### src/rtl/led_chaser_pkg.sv
// Shared encodings for the running-light controller: FSM states and key indices.
package led_chaser_pkg;

  typedef logic [2:0] state_t;

  localparam state_t ST_STOP   = 3'd0;
  localparam state_t ST_LEFT   = 3'd1;
  localparam state_t ST_RIGHT  = 3'd2;
  localparam state_t ST_BNC_UP = 3'd3;
  localparam state_t ST_BNC_DN = 3'd4;

  localparam int KEY_STOP   = 0;
  localparam int KEY_LEFT   = 1;
  localparam int KEY_RIGHT  = 2;
  localparam int KEY_BOUNCE = 3;
  localparam int N_KEYS     = 4;

endpackage

### src/rtl/key_debounce.sv
// Debounces one active-low raw key and emits a single-cycle press pulse.
// The pulse appears DEBOUNCE_CYC+1 cycles after the key settles low; release is silent.
module key_debounce #(
  parameter int DEBOUNCE_CYC = 1_000_000
) (
  input  logic clk,
  input  logic rst_n,
  input  logic key_n,
  output logic press_pulse
);

  localparam int CW = $clog2(DEBOUNCE_CYC + 1);

  logic [CW-1:0] cnt;
  logic          stable;
  logic          stable_d;

  always_ff @(posedge clk or negedge rst_n) begin
    if (!rst_n) begin
      cnt         <= '0;
      stable      <= 1'b1;
      stable_d    <= 1'b1;
      press_pulse <= 1'b0;
    end else begin
      stable_d    <= stable;
      press_pulse <= stable_d & ~stable;
      // Any cycle where raw agrees with the accepted level restarts the count.
      if (key_n == stable) begin
        cnt <= '0;
      end else if (cnt == CW'(DEBOUNCE_CYC - 1)) begin
        cnt    <= '0;
        stable <= key_n;
      end else begin
        cnt <= cnt + CW'(1);
      end
    end
  end

endmodule

### src/rtl/led_chaser_ctrl.sv
// Running-light controller: rotate left/right or ping-pong an N_LED pattern at a
// selectable step rate, commanded by four debounced active-low keys.
module led_chaser_ctrl
  import led_chaser_pkg::*;
#(
  parameter int               N_LED        = 8,
  parameter int               BASE_PERIOD  = 50_000_000,
  parameter int               DEBOUNCE_CYC = 1_000_000,
  parameter logic [N_LED-1:0] PATTERN_INIT = {{(N_LED-1){1'b0}}, 1'b1}
) (
  input  logic             clk,
  input  logic             rst_n,
  input  logic             key_stop_n,
  input  logic             key_left_n,
  input  logic             key_right_n,
  input  logic             key_bounce_n,
  input  logic [1:0]       speed_sel,
  output logic [N_LED-1:0] led,
  output logic [2:0]       mode_o,
  output logic             step_o
);

  localparam int TW = $clog2(BASE_PERIOD + 1);

  logic [N_KEYS-1:0] press;
  state_t            state;
  state_t            cmd_state;
  logic              cmd_chg;
  logic [TW-1:0]     timer;
  logic [TW-1:0]     period;
  logic [TW-1:0]     period_m1;
  logic [1:0]        speed_q;
  logic              speed_chg;
  logic              run;
  logic              tick;
  logic              timer_clr;
  logic [N_LED-1:0]  rotl;
  logic [N_LED-1:0]  rotr;

  key_debounce #(.DEBOUNCE_CYC(DEBOUNCE_CYC)) u_deb_stop (
    .clk(clk), .rst_n(rst_n), .key_n(key_stop_n), .press_pulse(press[KEY_STOP])
  );
  key_debounce #(.DEBOUNCE_CYC(DEBOUNCE_CYC)) u_deb_left (
    .clk(clk), .rst_n(rst_n), .key_n(key_left_n), .press_pulse(press[KEY_LEFT])
  );
  key_debounce #(.DEBOUNCE_CYC(DEBOUNCE_CYC)) u_deb_right (
    .clk(clk), .rst_n(rst_n), .key_n(key_right_n), .press_pulse(press[KEY_RIGHT])
  );
  key_debounce #(.DEBOUNCE_CYC(DEBOUNCE_CYC)) u_deb_bounce (
    .clk(clk), .rst_n(rst_n), .key_n(key_bounce_n), .press_pulse(press[KEY_BOUNCE])
  );

  // Priority stop > left > right > bounce; a press that names the current state is a no-op.
  always_comb begin
    cmd_state = state;
    if (press[KEY_STOP]) begin
      cmd_state = ST_STOP;
    end else if (press[KEY_LEFT]) begin
      cmd_state = ST_LEFT;
    end else if (press[KEY_RIGHT]) begin
      cmd_state = ST_RIGHT;
    end else if (press[KEY_BOUNCE]) begin
      if (state != ST_BNC_UP && state != ST_BNC_DN) begin
        cmd_state = led[N_LED-1] ? ST_BNC_DN : ST_BNC_UP;
      end
    end
  end

  assign cmd_chg   = (cmd_state != state);
  assign speed_chg = (speed_sel != speed_q);
  assign period    = TW'(BASE_PERIOD) >> speed_sel;
  assign period_m1 = (period == '0) ? '0 : period - TW'(1);
  assign run       = (state != ST_STOP);
  assign tick      = run && !cmd_chg && !speed_chg && (timer >= period_m1);
  assign timer_clr = !run || cmd_chg || speed_chg || tick;
  assign rotl      = {led[N_LED-2:0], led[N_LED-1]};
  assign rotr      = {led[0], led[N_LED-1:1]};
  assign mode_o    = state;

  always_ff @(posedge clk or negedge rst_n) begin
    if (!rst_n) begin
      state   <= ST_STOP;
      led     <= PATTERN_INIT;
      step_o  <= 1'b0;
      timer   <= '0;
      speed_q <= '0;
    end else begin
      speed_q <= speed_sel;
      step_o  <= tick;
      timer   <= timer_clr ? '0 : timer + TW'(1);
      if (cmd_chg) begin
        state <= cmd_state;
      end else if (tick) begin
        case (state)
          ST_LEFT:  led <= rotl;
          ST_RIGHT: led <= rotr;
          ST_BNC_UP: begin
            led <= rotl;
            if (rotl[N_LED-1]) state <= ST_BNC_DN;
          end
          ST_BNC_DN: begin
            led <= rotr;
            if (rotr[0]) state <= ST_BNC_UP;
          end
          default: ;
        endcase
      end
    end
  end

endmodule
### config.mk
export PLATFORM = sky130hd
export DESIGN_NAME = led_chaser_ctrl
export DESIGN_NICKNAME = d
export VERILOG_FILES = /design/src/rtl/led_chaser_pkg.sv /design/src/rtl/key_debounce.sv /design/src/rtl/led_chaser_ctrl.sv
export SDC_FILE = /design/constraint.sdc
export NUM_CORES = 1
export LEC_CHECK = 0
export CORE_MARGIN = 8
export CORE_UTILIZATION = 50
export CTS_BUF_LIST = sky130_fd_sc_hd__clkbuf_4 sky130_fd_sc_hd__clkbuf_8
export CTS_CLUSTER_DIAMETER = 120
export DETAILED_ROUTE_END_ITERATION = 8
export GPL_TIMING_DRIVEN = 0
export PLACE_DENSITY_LB_ADDON = 0.3
export SYNTH_ARGS = -nofsm -noshare
export SYNTH_HDL_FRONTEND = slang
export SYNTH_SLANG_ARGS = --single-unit
### constraint.sdc
create_clock -name clk -period 5.33 [get_ports clk]
set_input_delay 0.533 -clock clk [delete_from_list [all_inputs] [get_ports clk]]
set_output_delay 0.533 -clock clk [all_outputs]
set_load 0.005 [all_outputs]
Sequential cells coloured by netlist name:
The bar under the picture is 50 um long.
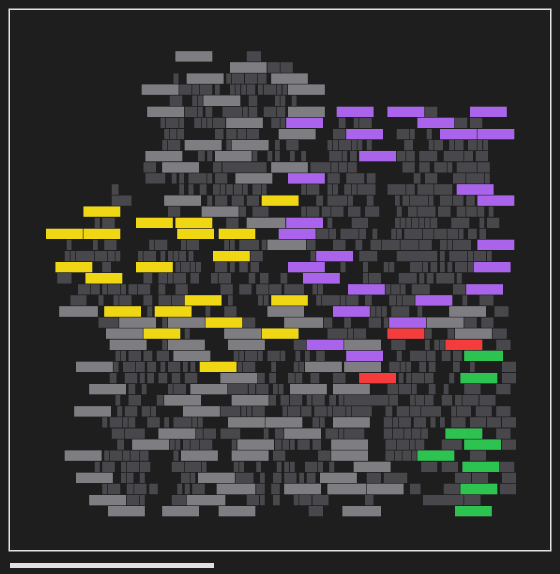
Key: u_deb_right.cnt = yellow [sequential cells 20]; led = green [sequential cells 8, where bottom right]; mode_o = red [sequential cells 3]; timer = purple [sequential cells 26]
Another 75 sequential cells are not coloured.
flop share of the area: 43.48%
sequential cell area: 3314 um^2
final design utilization: 57.57%
sequential power: 1.02 mW

Gate families picked out:
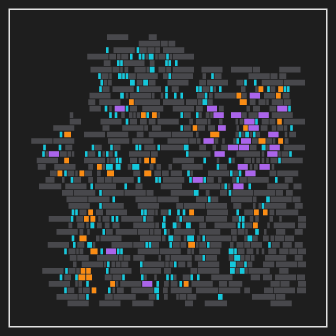
Key: nor cells = cyan [cells 177]; fa/ha/maj cells = purple [cells 26]; and/or cells = orange [cells 40]
Non-Filler Instances: 917
proportion of cell area occupied by multi-input gates: 43.79%

==> flow report <==
OUTCOME
---------------------------------------------------------------------------------
Status                                                               complete, no violations

PLACE
---------------------------------------------------------------------------------
Setup slack after placement                                              1.099 ns
Number of instances in the placed design                                      884

WORST SETUP PATH
---------------------------------------------------------------------------------
Startpoint of the worst-slack reg-to-reg timing path                    timer[17]
Series of cell instances along the critical path                     clkdlybuf4s50_1 -> inv_1 -> nor2_1 -> inv_1 -> ha_1 -> ha_1 -> nand2_1 -> nor2_1 -> a221oi_1 -> a2111oi_4 -> nor3_1 -> nand3_1 -> clkbuf_1 -> nor2_1
Number of stages on the worst setup path                                       14
Worst setup path category                                               in -> reg
Delay of the slowest critical-path stage                                  0.64 ns
Arrival @ worst endpoint                                                  4.16 ns
Terminus of the critical flop-to-flop path                              timer[10]
Worst reg-to-reg setup slack                                              2.20 ns
Most used cell, CP                                                   sky130_fd_sc_hd__nor2_1
Critical Path Source Type                                              input port
Largest delay contributor family on the critical path                simple AND/OR/NAND/NOR gates
Number of cell instances on the worst register-to-register path                 9

GLOBAL ROUTE
---------------------------------------------------------------------------------
Final global-route overflow total                                               0
Via count of the first global-routing pass                                  4,973
Global-route wire length before repair                                  22,510 um
GR met2 Demand/Resource                                                    24.63%
Routing usage on met3                                                      4.618%
Met1 track demand over resource in global routing                          18.96%

CLOCK TREE
---------------------------------------------------------------------------------
CTS hold repair buffers                                                         1
Clock latency of the later-clocked register in the worst-skew pair        0.45 ns
TritonCTS Buffers                                                              17
CTS Sinks                                                                     132
Buffer cell driving the clock tree root                              sky130_fd_sc_hd__clkbuf_8
Total number of H-tree levels                                                   4

POWER AND IR DROP
---------------------------------------------------------------------------------
Peak supply drop                                                      0.0001391 V
Switching share of power                                                   23.66%
Leak pwr                                                                 3.388 nW
Logic pwr share                                                              4.3%
Part of the total power dissipated in the clock network                     42.9%
Switching power summed over all nets                                    0.4573 mW

YOSYS
---------------------------------------------------------------------------------
Share of the synthesized area in the top cell type                         45.42%
Leading register cell type out of synthesis                          sky130_fd_sc_hd__dfrtp_1
Proportion of synthesized chip area in sequential cells                    48.91%
Per-instance average area after synthesis                              9.864 um^2
Yosys cell count                                                              687
Post-synth design cell area                                             6776 um^2
Library cell with the largest summed area after synthesis            sky130_fd_sc_hd__dfrtp_1

FLOORPLAN
---------------------------------------------------------------------------------
Area inside the core boundary                                         13,240 um^2
Number of well taps                                                           176
Cell Rows                                                                      42
Y dimension of the die                                                   132.4 um

DETAILED ROUTING
---------------------------------------------------------------------------------
DR vias                                                                     4,837
Post-Route M1 WL                                                          5777 um
Post-Route WL                                                           12,430 um
Drt initial violations                                                        307
DRC Markers                                                                     0

FINISH
---------------------------------------------------------------------------------
Register ranked first by flip-flop count                                    timer
Most frequently placed logic cell in the final layout                sky130_fd_sc_hd__nor2_1
Nets                                                                          761
Relative area of clock buffers and inverters in the final design           5.170%
Ant. Diodes                                                                     0
Buffering overhead                                                         3.644%
Highest-count cells in the layout ignoring fill and taps             sky130_fd_sc_hd__nor2_1 (146), sky130_fd_sc_hd__dfrtp_1 (123), sky130_fd_sc_hd__xor2_1 (59)
Total of plain and repair buffers excluding clock buffers                      34

STA
---------------------------------------------------------------------------------
Max-slew headroom at the worst pin                                         47.34%
Final number of hold-violating endpoints                                        0
Worst Setup Slack, final                                                 1.541 ns
Unrepaired setup endpoints after global routing                                no

HOLD PATH
---------------------------------------------------------------------------------
Number of instances on the worst hold path                                      0
Class of the most critical hold timing path                            reg -> reg

JOB
---------------------------------------------------------------------------------
Stage-log warning count                                                        28

cell families (layout without fill, tap and decap cells):
group / Yosys count / after routing / synth area share (%)
flip-flops: 132 / 132 / 48.91
buffers and inverters: 34 / 87 / 1.883
other: 2 / 3 / 0.1108
XOR/XNOR: 105 / 105 / 13.57
AND/OR/NAND/NOR: 328 / 328 / 23.01
AND-OR/OR-AND: 41 / 41 / 4.635
adder cells (fa/ha/maj): 26 / 26 / 4.764
multiplexers: 19 / 19 / 3.120
power by group through the flow:
stage	clock network, mW	logic, mW	registers (mW)
after floorplan	0	0.0440	1.04
after global placement	0	0.0797	1.04
after detailed placement	0	0.0851	1.04
after CTS	0.855	0.0865	1.02
after global routing	0.898	0.0989	1.02
final	0.829	0.0839	1.02
Power figures rest on the tool's default switching activity, not on a simulated workload.
